layer_met1.png
Drawn at 4 px/um.
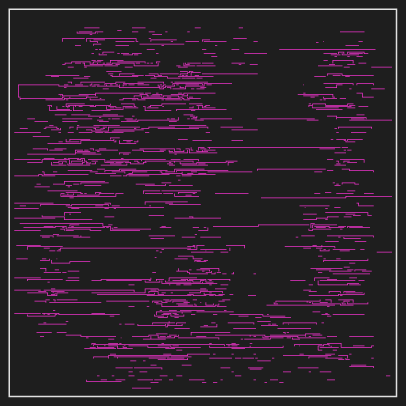
congestion.png
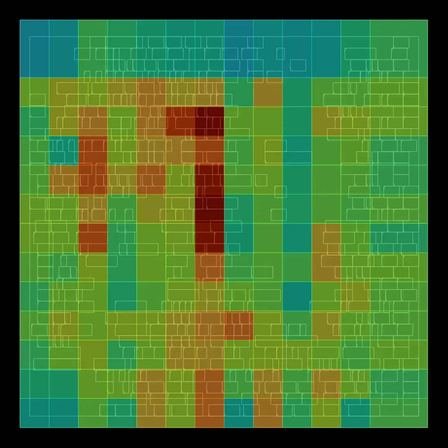
### src/rtl/cpu_defs_pkg.sv
// Shared CPU definitions: opcodes, condition codes, flag bit positions and
// the fetch-unit state encoding.
package cpu_defs;

  localparam int unsigned CPU_ADDR_W  = 16;
  localparam int unsigned CPU_DATA_W  = 32;
  localparam int unsigned CPU_FLAGS_W = 4;
  localparam int unsigned FETCH_ST_W  = 3;

  localparam logic [3:0] OP_ADD  = 4'b0000;
  localparam logic [3:0] OP_LDI  = 4'b0110;
  localparam logic [3:0] OP_STR  = 4'b1110;
  localparam logic [3:0] OP_HALT = 4'b1111;

  localparam logic [3:0] COND_AL = 4'd0;
  localparam logic [3:0] COND_EQ = 4'd1;
  localparam logic [3:0] COND_NE = 4'd2;
  localparam logic [3:0] COND_CS = 4'd3;
  localparam logic [3:0] COND_CC = 4'd4;
  localparam logic [3:0] COND_MI = 4'd5;
  localparam logic [3:0] COND_PL = 4'd6;
  localparam logic [3:0] COND_VS = 4'd7;
  localparam logic [3:0] COND_VC = 4'd8;

  // Flags arrive packed as {N,Z,C,V}
  localparam int unsigned FLAG_N = 3;
  localparam int unsigned FLAG_Z = 2;
  localparam int unsigned FLAG_C = 1;
  localparam int unsigned FLAG_V = 0;

  localparam logic [FETCH_ST_W-1:0] ST_IDLE   = 3'd0;
  localparam logic [FETCH_ST_W-1:0] ST_FETCH  = 3'd1;
  localparam logic [FETCH_ST_W-1:0] ST_WAIT   = 3'd2;
  localparam logic [FETCH_ST_W-1:0] ST_DECODE = 3'd3;
  localparam logic [FETCH_ST_W-1:0] ST_ISSUE  = 3'd4;
  localparam logic [FETCH_ST_W-1:0] ST_HALT   = 3'd5;

endpackage

### src/rtl/instr_fetch_unit_cond_check.sv
// Condition-code evaluator: decides whether an instruction executes given
// its condition field and the current ALU flags. Codes 9..15 never execute.
module cond_check
  import cpu_defs::*;
(
  input  logic [3:0]             condition,
  input  logic [CPU_FLAGS_W-1:0] flags,
  output logic                   pass_c
);

  always_comb begin
    pass_c = 1'b0;
    case (condition)
      COND_AL: pass_c = 1'b1;
      COND_EQ: pass_c = flags[FLAG_Z];
      COND_NE: pass_c = ~flags[FLAG_Z];
      COND_CS: pass_c = flags[FLAG_C];
      COND_CC: pass_c = ~flags[FLAG_C];
      COND_MI: pass_c = flags[FLAG_N];
      COND_PL: pass_c = ~flags[FLAG_N];
      COND_VS: pass_c = flags[FLAG_V];
      COND_VC: pass_c = ~flags[FLAG_V];
      default: pass_c = 1'b0;
    endcase
  end

endmodule

### src/rtl/instr_fetch_unit.sv
// Fetch/decode front end: owns the PC, reads program RAM into the instruction
// register, filters on condition code and issues over a valid/ready handshake.
module instr_fetch_unit
  import cpu_defs::*;
#(
  parameter int unsigned       ADDR_W      = CPU_ADDR_W,
  parameter int unsigned       DATA_W      = CPU_DATA_W,
  parameter logic [ADDR_W-1:0] RESET_PC    = '0,
  parameter logic [3:0]        HALT_OPCODE = OP_HALT
) (
  input  logic                   clk,
  input  logic                   reset,
  input  logic                   start,
  input  logic [DATA_W-1:0]      mem_data_out,
  output logic                   mem_enable,
  output logic                   mem_read_write,
  output logic [ADDR_W-1:0]      mem_address,
  input  logic [CPU_FLAGS_W-1:0] flags,
  input  logic                   instr_ready,
  input  logic                   pc_load,
  input  logic [ADDR_W-1:0]      pc_load_value,
  output logic                   instr_valid,
  output logic [DATA_W-1:0]      instruction,
  output logic [3:0]             condition,
  output logic [3:0]             op_code,
  output logic                   s_bit,
  output logic [3:0]             destination,
  output logic [3:0]             source_2_sel,
  output logic [3:0]             source_1_sel,
  output logic [15:0]            immediate_value,
  output logic [ADDR_W-1:0]      PC_out,
  output logic                   halted
);

  logic [FETCH_ST_W-1:0] state_q, state_d;
  logic [ADDR_W-1:0]     pc_q, pc_d;
  logic [DATA_W-1:0]     ir_q, ir_d;
  logic                  mem_enable_q, instr_valid_q, halted_q;
  logic                  cond_pass;

  cond_check u_cond_check (
    .condition (ir_q[31:28]),
    .flags     (flags),
    .pass_c    (cond_pass)
  );

  // Next-state, PC and IR update
  always_comb begin
    state_d = state_q;
    pc_d    = pc_q;
    ir_d    = ir_q;
    case (state_q)
      ST_IDLE: begin
        if (start) state_d = ST_FETCH;
      end
      ST_FETCH: state_d = ST_WAIT;
      ST_WAIT: begin
        ir_d    = mem_data_out;
        state_d = ST_DECODE;
      end
      ST_DECODE: begin
        if (ir_q[27:24] == HALT_OPCODE) begin
          state_d = ST_HALT;
        end else if (!cond_pass) begin
          pc_d    = pc_q + ADDR_W'(1);
          state_d = ST_FETCH;
        end else begin
          state_d = ST_ISSUE;
        end
      end
      ST_ISSUE: begin
        if (instr_ready) begin
          pc_d    = pc_load ? pc_load_value : pc_q + ADDR_W'(1);
          state_d = ST_FETCH;
        end
      end
      ST_HALT: state_d = ST_HALT;
      default: state_d = ST_IDLE;
    endcase
  end

  // Registered state; strobes are decoded from the next state so they align with it
  always_ff @(posedge clk) begin
    if (!reset) begin
      state_q       <= ST_IDLE;
      pc_q          <= RESET_PC;
      ir_q          <= '0;
      mem_enable_q  <= 1'b0;
      instr_valid_q <= 1'b0;
      halted_q      <= 1'b0;
    end else begin
      state_q       <= state_d;
      pc_q          <= pc_d;
      ir_q          <= ir_d;
      mem_enable_q  <= (state_d == ST_FETCH);
      instr_valid_q <= (state_d == ST_ISSUE);
      halted_q      <= (state_d == ST_HALT);
    end
  end

  assign mem_enable      = mem_enable_q;
  assign mem_read_write  = 1'b1;
  assign mem_address     = pc_q;
  assign instr_valid     = instr_valid_q;
  assign halted          = halted_q;
  assign PC_out          = pc_q;
  assign instruction     = ir_q;
  assign condition       = ir_q[31:28];
  assign op_code         = ir_q[27:24];
  assign s_bit           = ir_q[23];
  assign destination     = ir_q[22:19];
  assign source_2_sel    = ir_q[18:15];
  assign source_1_sel    = ir_q[14:11];
  assign immediate_value = ir_q[18:3];

endmodule
### config.mk
export PLATFORM = sky130hd
export DESIGN_NAME = instr_fetch_unit
export DESIGN_NICKNAME = d
export VERILOG_FILES = /design/src/rtl/cpu_defs_pkg.sv /design/src/rtl/instr_fetch_unit_cond_check.sv /design/src/rtl/instr_fetch_unit.sv
export SDC_FILE = /design/constraint.sdc
export NUM_CORES = 1
export LEC_CHECK = 0
export CAP_MARGIN = 20
export CORE_MARGIN = 2
export CORE_UTILIZATION = 36
export DETAILED_ROUTE_END_ITERATION = 12
export PLACE_DENSITY = 0.77
export SYNTH_ARGS = -nofsm -noshare
export SYNTH_HDL_FRONTEND = slang
export SYNTH_SLANG_ARGS = --single-unit
### constraint.sdc
create_clock -name clk -period 1.93 [get_ports clk]
set_clock_uncertainty 0.05 [all_clocks]
set_input_delay 0.193 -clock clk [delete_from_list [all_inputs] [get_ports clk]]
set_output_delay 0.193 -clock clk [all_outputs]
set_load 0.005 [all_outputs]
==> impl_metrics.json <==
{
  "comb-power_w": 0.000859,
  "clock_path_buffers": 2,
  "p_comb_share_pct": 27.9,
  "switching_share_pct": 26.0,
  "required_ns": 2.12,
  "place_congestion": 0.845,
  "slowest_stage": "or4_1",
  "routed-wl-met3_um": 655,
  "cp-end-kind": "flip-flop",
  "cts-resized-gates": 0,
  "clock_sinks": 54,
  "syn_avg_cell_area_um2": 7.84,
  "clkbuf_count": 6,
  "buf_share_pct": 39.0,
  "grt_pass1_wl_um": 13100,
  "synth-edff-count": 0,
  "drive_above_1_share_pct": 9.31,
  "critPathMaxFanout": 4,
  "wl_per_cell_um": 13.9,
  "cpMostUsedCell": "o21ai_0",
  "fmax_mhz": 562,
  "grt-ovfl-total": 0,
  "ys_sh_aoi_pct": 22.1,
  "yosys_warnings": 0,
  "slew_headroom_pct": 55.2,
  "area_growth_pct": 51.5,
  "layout.area.comb_um2": 1480,
  "clk_pin_slew_worst_paths_ns": 0.10,
  "route.detailed.drc": 0,
  "netlist_area_um2": 3070,
  "timing.max_cap.violations": 0,
  "grt_pass1_vias": 2820,
  "hold_viol": 0,
  "sh_comb_area_pct": 31.7,
  "clk_latency_ns": 0.30,
  "mux_share_pct": 1.02,
  "pwr-share-clk_pct": 30.1,
  "ir_drop_v": 0.000513,
  "p_clk_w": 0.000927,
  "worst_pin_slew_ns": 0.672,
  "synth_top_cell_by_area": "dfxtp_1",
  "ys_types": 57,
  "dp_cells": 602,
  "p_leak_nw": 1.61,
  "period_used_pct": 92.3,
  "p_seq_share_pct": 42.0,
  "nNonClkInverters": 2,
  "status": "complete, no violations",
  "wl_met2_um": 4100,
  "antenna_found_initial": 0,
  "warnings": 26,
  "first_pass_iters": 4,
  "vias_per_cell": 5.03,
  "port_buffers": 160,
  "core_um2": 8260,
  "htreeDepth": 2,
  "top_logic_kind": "simple AND/OR/NAND/NOR gates",
  "ys_top_cells_by_area": "dfxtp_1, buf_4, nand2_1",
  "ys_sh_simple_pct": 23.1,
  "clkCellAreaFrac_pct": 3.06,
  "sh_seq_area_pct": 23.3,
  "nFillCells": 762,
  "cts_buffers": 5,
  "fa_ha_area_share_pct": 0.407,
  "hold_buffers": 0,
  "yosys_area_um2": 3070,
  "routed.top_layer": "met4",
  "maxPowerGroup": "registers",
  "diodes": 0,
  "ant_nets": 0,
  "fp_nets": 450,
  "critPathMaxStageDelay_ns": 0.49,
  "cp_top_family": "simple AND/OR/NAND/NOR gates",
  "common_cells": "nand2_1, buf_4, dfxtp_1",
  "drv_slew": 0,
  "rsz0062_at_grt": "no",
  "grt_use_total_pct": 17.7,
  "largest_reg_flops": 32,
  "crit_buf_inv": 1,
  "xor_area_share_pct": 0.570,
  "die_x_um": 96.4,
  "power_w": 0.00308,
  "postCtsSetupBuffers": 0,
  "fin_cells": 610,
  "synth-seq-cells": 54,
  "placementRows": 33,
  "cts_tree": "built"
}
About layer_met1.png:
wire length on this layer: 3650 um
share of all routed wire: 43%
longest straight run: 33.1 um
nets with wire on the layer: 467
main direction: horizontal
Via Count: 3070
final WL: 8460 um
met1 track demand over resource: 21.7%

About congestion.png:
Final Core Density: 56.4%
GR Util met2: 31.9%
global-route met3 utilization: 3.41%

per-stage QoR:
stage	TNS (ns)	setup WS, ns	area, um2	util (%)
floorplan	0	0.0413	3070	-
global placement	0	0.0156	4510	54.6
detailed placement	-0.0808	-0.0266	4510	54.6
CTS	0	0.0842	4650	56.4
global route	0	0.000690	4660	56.4
finish	0	0.149	4660	56.4
path summary, 6_finish.rpt:
path	startpoint	endpoint	slack (ns)	depth (start not counted)
setup / recovery	PC_out[0]$_SDFFE_PN0P_	PC_out[12]$_SDFFE_PN0P_	0.15	7
hold / removal	reset	mem_enable$_SDFF_PN0_	0.29	3
setup reg to reg	PC_out[0]$_SDFFE_PN0P_	PC_out[12]$_SDFFE_PN0P_	0.15	7
hold reg to reg	instruction[2]$_SDFFE_PN0P_	instruction[2]$_SDFFE_PN0P_	0.42	2
Power figures rest on the tool's default switching activity, not on a simulated workload.
